$ cat src/rtl/mpe_result_packer.sv
// mpe_result_packer: packs 32-bit matrix PE results into 512-bit lines
// and buffers completed lines in a small FIFO for NRAM write-back.
module mpe_result_packer #(
   parameter  int DEPTH = 4,
   localparam int AW    = $clog2(DEPTH),
   localparam int CW    = AW + 1
) (
   input  logic          clk,
   input  logic          rst_n,
   input  logic [31:0]   mpe_result,
   input  logic          mpe_vld,
   input  logic          flush,
   output logic [511:0]  wb_data,
   output logic [15:0]   wb_mask,
   output logic          wb_valid,
   input  logic          wb_ready,
   output logic [CW-1:0] fifo_cnt,
   output logic          overflow
);

   logic [15:0][31:0] pack_q;
   logic [15:0]       mask_q;
   logic [3:0]        lp_q;

   logic [15:0][31:0] line_d;
   logic [15:0]       line_m;
   logic              close;

   logic [511:0]      mem_d [DEPTH];
   logic [15:0]       mem_m [DEPTH];
   logic [CW-1:0]     wr_ptr;
   logic [CW-1:0]     rd_ptr;
   logic              full;
   logic              pop;
   logic              push;

   // candidate line: pack register with the incoming word merged into lane lp
   always_comb begin
      line_d = pack_q;
      line_m = mask_q;
      if (mpe_vld) begin
         line_d[lp_q] = mpe_result;
         line_m[lp_q] = 1'b1;
      end
   end

   assign close = (mpe_vld && lp_q == 4'd15) ||
                  (flush && (mpe_vld || mask_q != 16'd0));

   assign fifo_cnt = wr_ptr - rd_ptr;
   assign full     = fifo_cnt == CW'(DEPTH);
   assign wb_valid = fifo_cnt != '0;
   assign pop      = wb_valid && wb_ready;
   // a pop in the same cycle frees the slot, so a full FIFO still accepts
   assign push     = close && (!full || pop);

   // pack register: accumulate lanes, clear on every line close
   always_ff @(posedge clk or negedge rst_n) begin
      if (!rst_n) begin
         pack_q <= '0;
         mask_q <= '0;
         lp_q   <= '0;
      end else if (close) begin
         pack_q <= '0;
         mask_q <= '0;
         lp_q   <= '0;
      end else if (mpe_vld) begin
         pack_q <= line_d;
         mask_q <= line_m;
         lp_q   <= lp_q + 4'd1;
      end
   end

   // FIFO pointers and sticky overflow flag
   always_ff @(posedge clk or negedge rst_n) begin
      if (!rst_n) begin
         wr_ptr   <= '0;
         rd_ptr   <= '0;
         overflow <= 1'b0;
      end else begin
         if (push) wr_ptr <= wr_ptr + CW'(1);
         if (pop)  rd_ptr <= rd_ptr + CW'(1);
         if (close && !push) overflow <= 1'b1;
      end
   end

   // line storage; contents are only visible through the gated read mux
   always_ff @(posedge clk) begin
      if (push) begin
         mem_d[wr_ptr[AW-1:0]] <= line_d;
         mem_m[wr_ptr[AW-1:0]] <= line_m;
      end
   end

   assign wb_data = wb_valid ? mem_d[rd_ptr[AW-1:0]] : '0;
   assign wb_mask = wb_valid ? mem_m[rd_ptr[AW-1:0]] : '0;

endmodule

$ cat config.mk
export PLATFORM = sky130hd
export DESIGN_NAME = mpe_result_packer
export DESIGN_NICKNAME = d
export VERILOG_FILES = /design/src/rtl/mpe_result_packer.sv
export SDC_FILE = /design/constraint.sdc
export NUM_CORES = 2
export LEC_CHECK = 0
export CAP_MARGIN = 40
export CORE_MARGIN = 3
export CORE_UTILIZATION = 56
export CTS_BUF_LIST = sky130_fd_sc_hd__clkbuf_4
export CTS_CLUSTER_SIZE = 20
export DETAILED_ROUTE_END_ITERATION = 10
export GPL_TIMING_DRIVEN = 1
export HOLD_SLACK_MARGIN = 0.05
export PLACE_DENSITY = 0.8
export SYNTH_ARGS = -nofsm -noshare
export SYNTH_HDL_FRONTEND = slang
export SYNTH_SLANG_ARGS = --single-unit
export TNS_END_PERCENT = 100
$ cat constraint.sdc
create_clock -name clk -period 26.4 [get_ports clk]
set_input_delay 5.28 -clock clk [delete_from_list [all_inputs] [get_ports clk]]
set_output_delay 5.28 -clock clk [all_outputs]
set_load 0.01 [all_outputs]
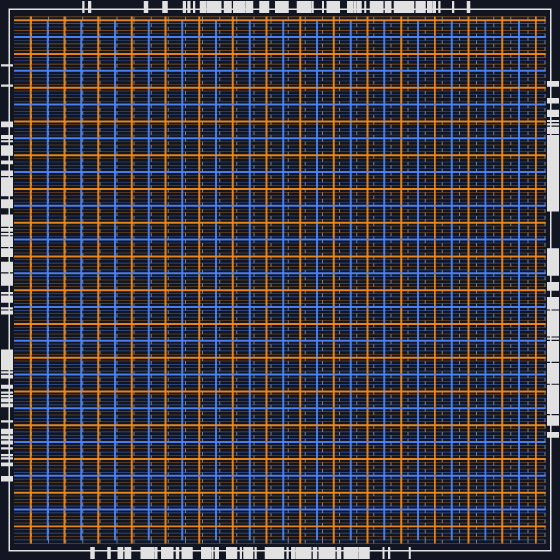
Fig. 1. Supply network.
Pins as bars on the die edge. Tap cells in grey.
legend:
  VDD:
    colour: blue
  VSS:
    colour: orange
met1 rails: 157
met5 straps: 31
signal pins: 570

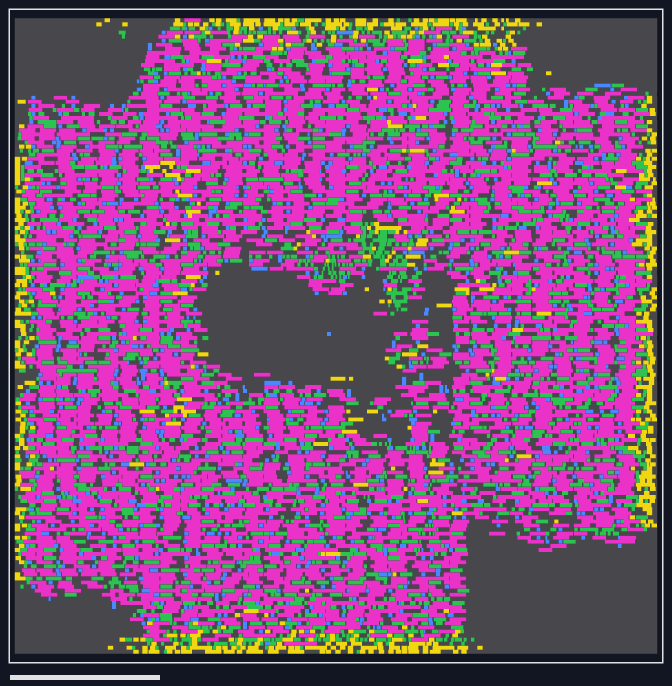
Fig. 2. Cell classes on the final placement.
Scale bar: 100 µm. Fill, decap, tap and diode cells in grey.
legend:
  combinational and other logic:
    colour: green
    cells: 2258
    share_of_their_area: 21%
  other buffers and delay cells:
    colour: yellow
    cells: 710
    share_of_their_area: 6.5%
  flops:
    colour: magenta
    cells: 2651
    share_of_their_area: 65%
  clock drivers and dummy loads:
    colour: blue
    cells: 1168
    share_of_their_area: 7.2%

==> results.tsv <==
stage	metric	value	unit
yosys	yosysTopAreaCellShare	61.5	%
final_timing	hold_viol	0	
global_routing	grt_max_degree	186	
floorplan	fp-utilization	56.7	%
yosys	topCombFamilyByArea	multiplexers	
power_and_ir_drop	pg_seq	5.63	mW
worst_hold_path	hold_end	wr_ptr[2]$_DFFE_PN0P_	
layout	final_core_util	66.7	%
floorplan	nWellTaps	2449	
power_and_ir_drop	p_leak	45.4	nW
layout	logic_gate_count	2251	
layout	drive_gt1_share	33.5	%
power_and_ir_drop	p_per_area	126	nW/µm²
place	dpl-instance-area	113000	µm²
clock_tree	h-tree-depth	6	
layout	clkCellAreaFrac	7.03	%
critical_path	critPathMaxFanout	123	
final_timing	period_minus_slack	10.91	ns
power_and_ir_drop	ir_worst_vdd	0.113	mV
critical_path	worstPathRequired	21.12	ns
layout	largestClassByArea	registers	
routing	finalWirelength	247000	µm
layout	layout.nonclk_buf_share	6.35	%
clock_tree	numCtsBuffers	653	
floorplan	die_area	189000	µm²
yosys	synth_top_cell_by_area	edfxtp_1	
clock_tree	ctsLongestPathBuffers	4	
power_and_ir_drop	maxPowerGroup	combinational logic	
yosys	yosys_area	103000	µm²
clock_tree	cts.sinks	2651	
critical_path	crit_arrival	5.63	ns
routing	route.detailed.drc	0	
global_routing	antenna_found_initial	32	
routing	route.vias.total	53800	
yosys	synth_cell_types	38	
critical_path	critical-path-slowest-cell	buf_4	
floorplan	core	182000	µm²
layout	final_cells	9258	
routing	vias_per_cell	5.81	
layout	comb_area	25000	µm²
clock_tree	postCtsHoldBufs	0	
yosys	ys_sh_simple	7.11	%
clock_tree	cts_tree	yes	
yosys	edf_count	2112	
final_timing	whs	0.475	ns
place	gp_congestion	0.761	
yosys	topCellsByArea	edfxtp_1 61%, dfrtp_1 13%, mux4_2 12%	
critical_path	regToRegEndpoint	mem_d[1][361]$_DFFE_PP_	
final_timing	setup_slack	15.49	ns
layout	seq_area	76900	µm²
clock_tree	ctsResizeCount	0	
final_timing	setup_violations	0	
final_timing	finalMaxSlewViolations	0	
global_routing	grt_pass1_wl	365000	µm
job	cap_violations	0	
clock_tree	cts_setup_buffers	0	
yosys	ys_sh_adder	0.141	%
final_timing	fin_tns_setup	0	ns
floorplan	pin_count	570	
critical_path	critPathLaunch	rd_ptr[0]$_DFFE_PN0P_	
layout	n_clock_buffer	1043	
layout	finalNetCount	6322	
layout	sh_comb_area	20.6	%
floorplan	die_height	435	µm
power_and_ir_drop	p_total	15.3	mW
critical_path	crit_chain	ha_1, fa_1, xnor3_1, nand3_4, buf_4, buf_4, buf_16, and2_1, clkdlybuf4s50_1	
place	place_inst	8067	
place	dp_hpwl	144000	µm
routing	drt_iter0_markers	5351	
power_and_ir_drop	internal-power	10.4	mW
yosys	avgSynthCellArea	19.7	µm²
power_and_ir_drop	sw_frac_of_total	32.0	%
critical_path	timing.critical_path.to	wb_data[400]	
layout	seq-cell-share	63.4	%
yosys	ys_sh_mux	16.8	%
worst_hold_path	hold_path_depth	1	
layout	fin_area	121000	µm²
place	post-place-ws	15.08	ns
final_timing	slew_headroom	27.4	%
power_and_ir_drop	power_frac_comb	40.6	%
power_and_ir_drop	clk-power	3.44	mW
yosys	synth_flops	2651	
yosys	flop_cell	edfxtp_1	
clock_tree	cts.clk_slew.worst_paths	0.06	ns
global_routing	grt_pass1_vias	55600	
yosys	synth_seq_share	74.5	%
yosys	synth-compound-area-share	0.0594	%
critical_path	path_class	reg -> out	
run_status	status	finished clean	
yosys	synth_warnings	0	
routing	dr.pass1.iters	7	
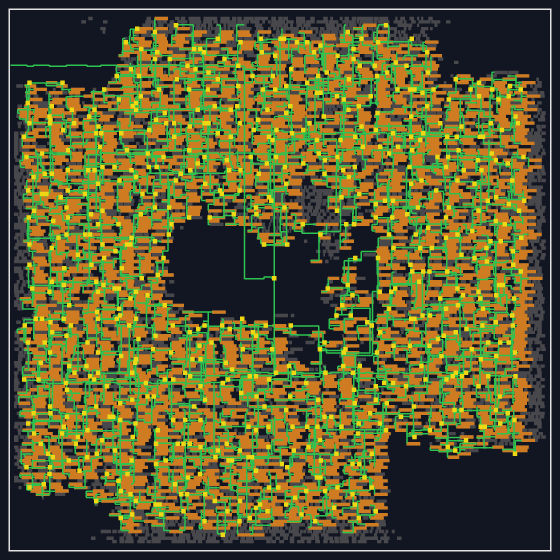
Fig. 3. Clock distribution.
legend:
  clock drivers:
    colour: yellow
    count: 653
  flip-flops:
    colour: orange
    count: 2651
  clock wires:
    colour: green
    length: 31.7 mm
flops lie: widely spread
routed clock nets: 654
Clk Latency, worst-skew pair: 1.37 ns
Clock Skews: 0.137 ns
Clock Power Share: 22.5%

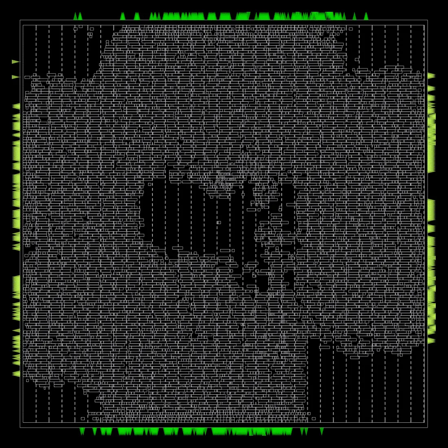
Fig. 4. Cell outlines without signal wires.
# fillers: 11700
placement row count: 156

cells in the mapped netlist (3+ instances only):
cell type     n
edfxtp_1   2112
and2_1     1056
dfrtp_1     539
mux4_2      528
mux2_2      482
clkbuf_1    200
nand2_1     100
buf_2        75
buf_1        48
nand2b_1     13
ha_1         10
nand3_1       8
inv_1         7
or2_2         6
nand4_1       5
xnor2_1       4
and3_1        3
nor2_1        3
nor2b_1       3
nor3_1        3
or4_1         3
xor2_1        3
per-layer routing:
metal / track usage (%) / vias up / routed length [µm]
li1: - / 22600 / -
met1: 34.8 / 28000 / 91400
met2: 42.2 / 2782 / 125000
met3: 5.78 / 398 / 21800
met4: 11.2 / 4 / 9260
met5: 0 / - / 23
No activity file was given, so power comes from the tool's default toggle rates.
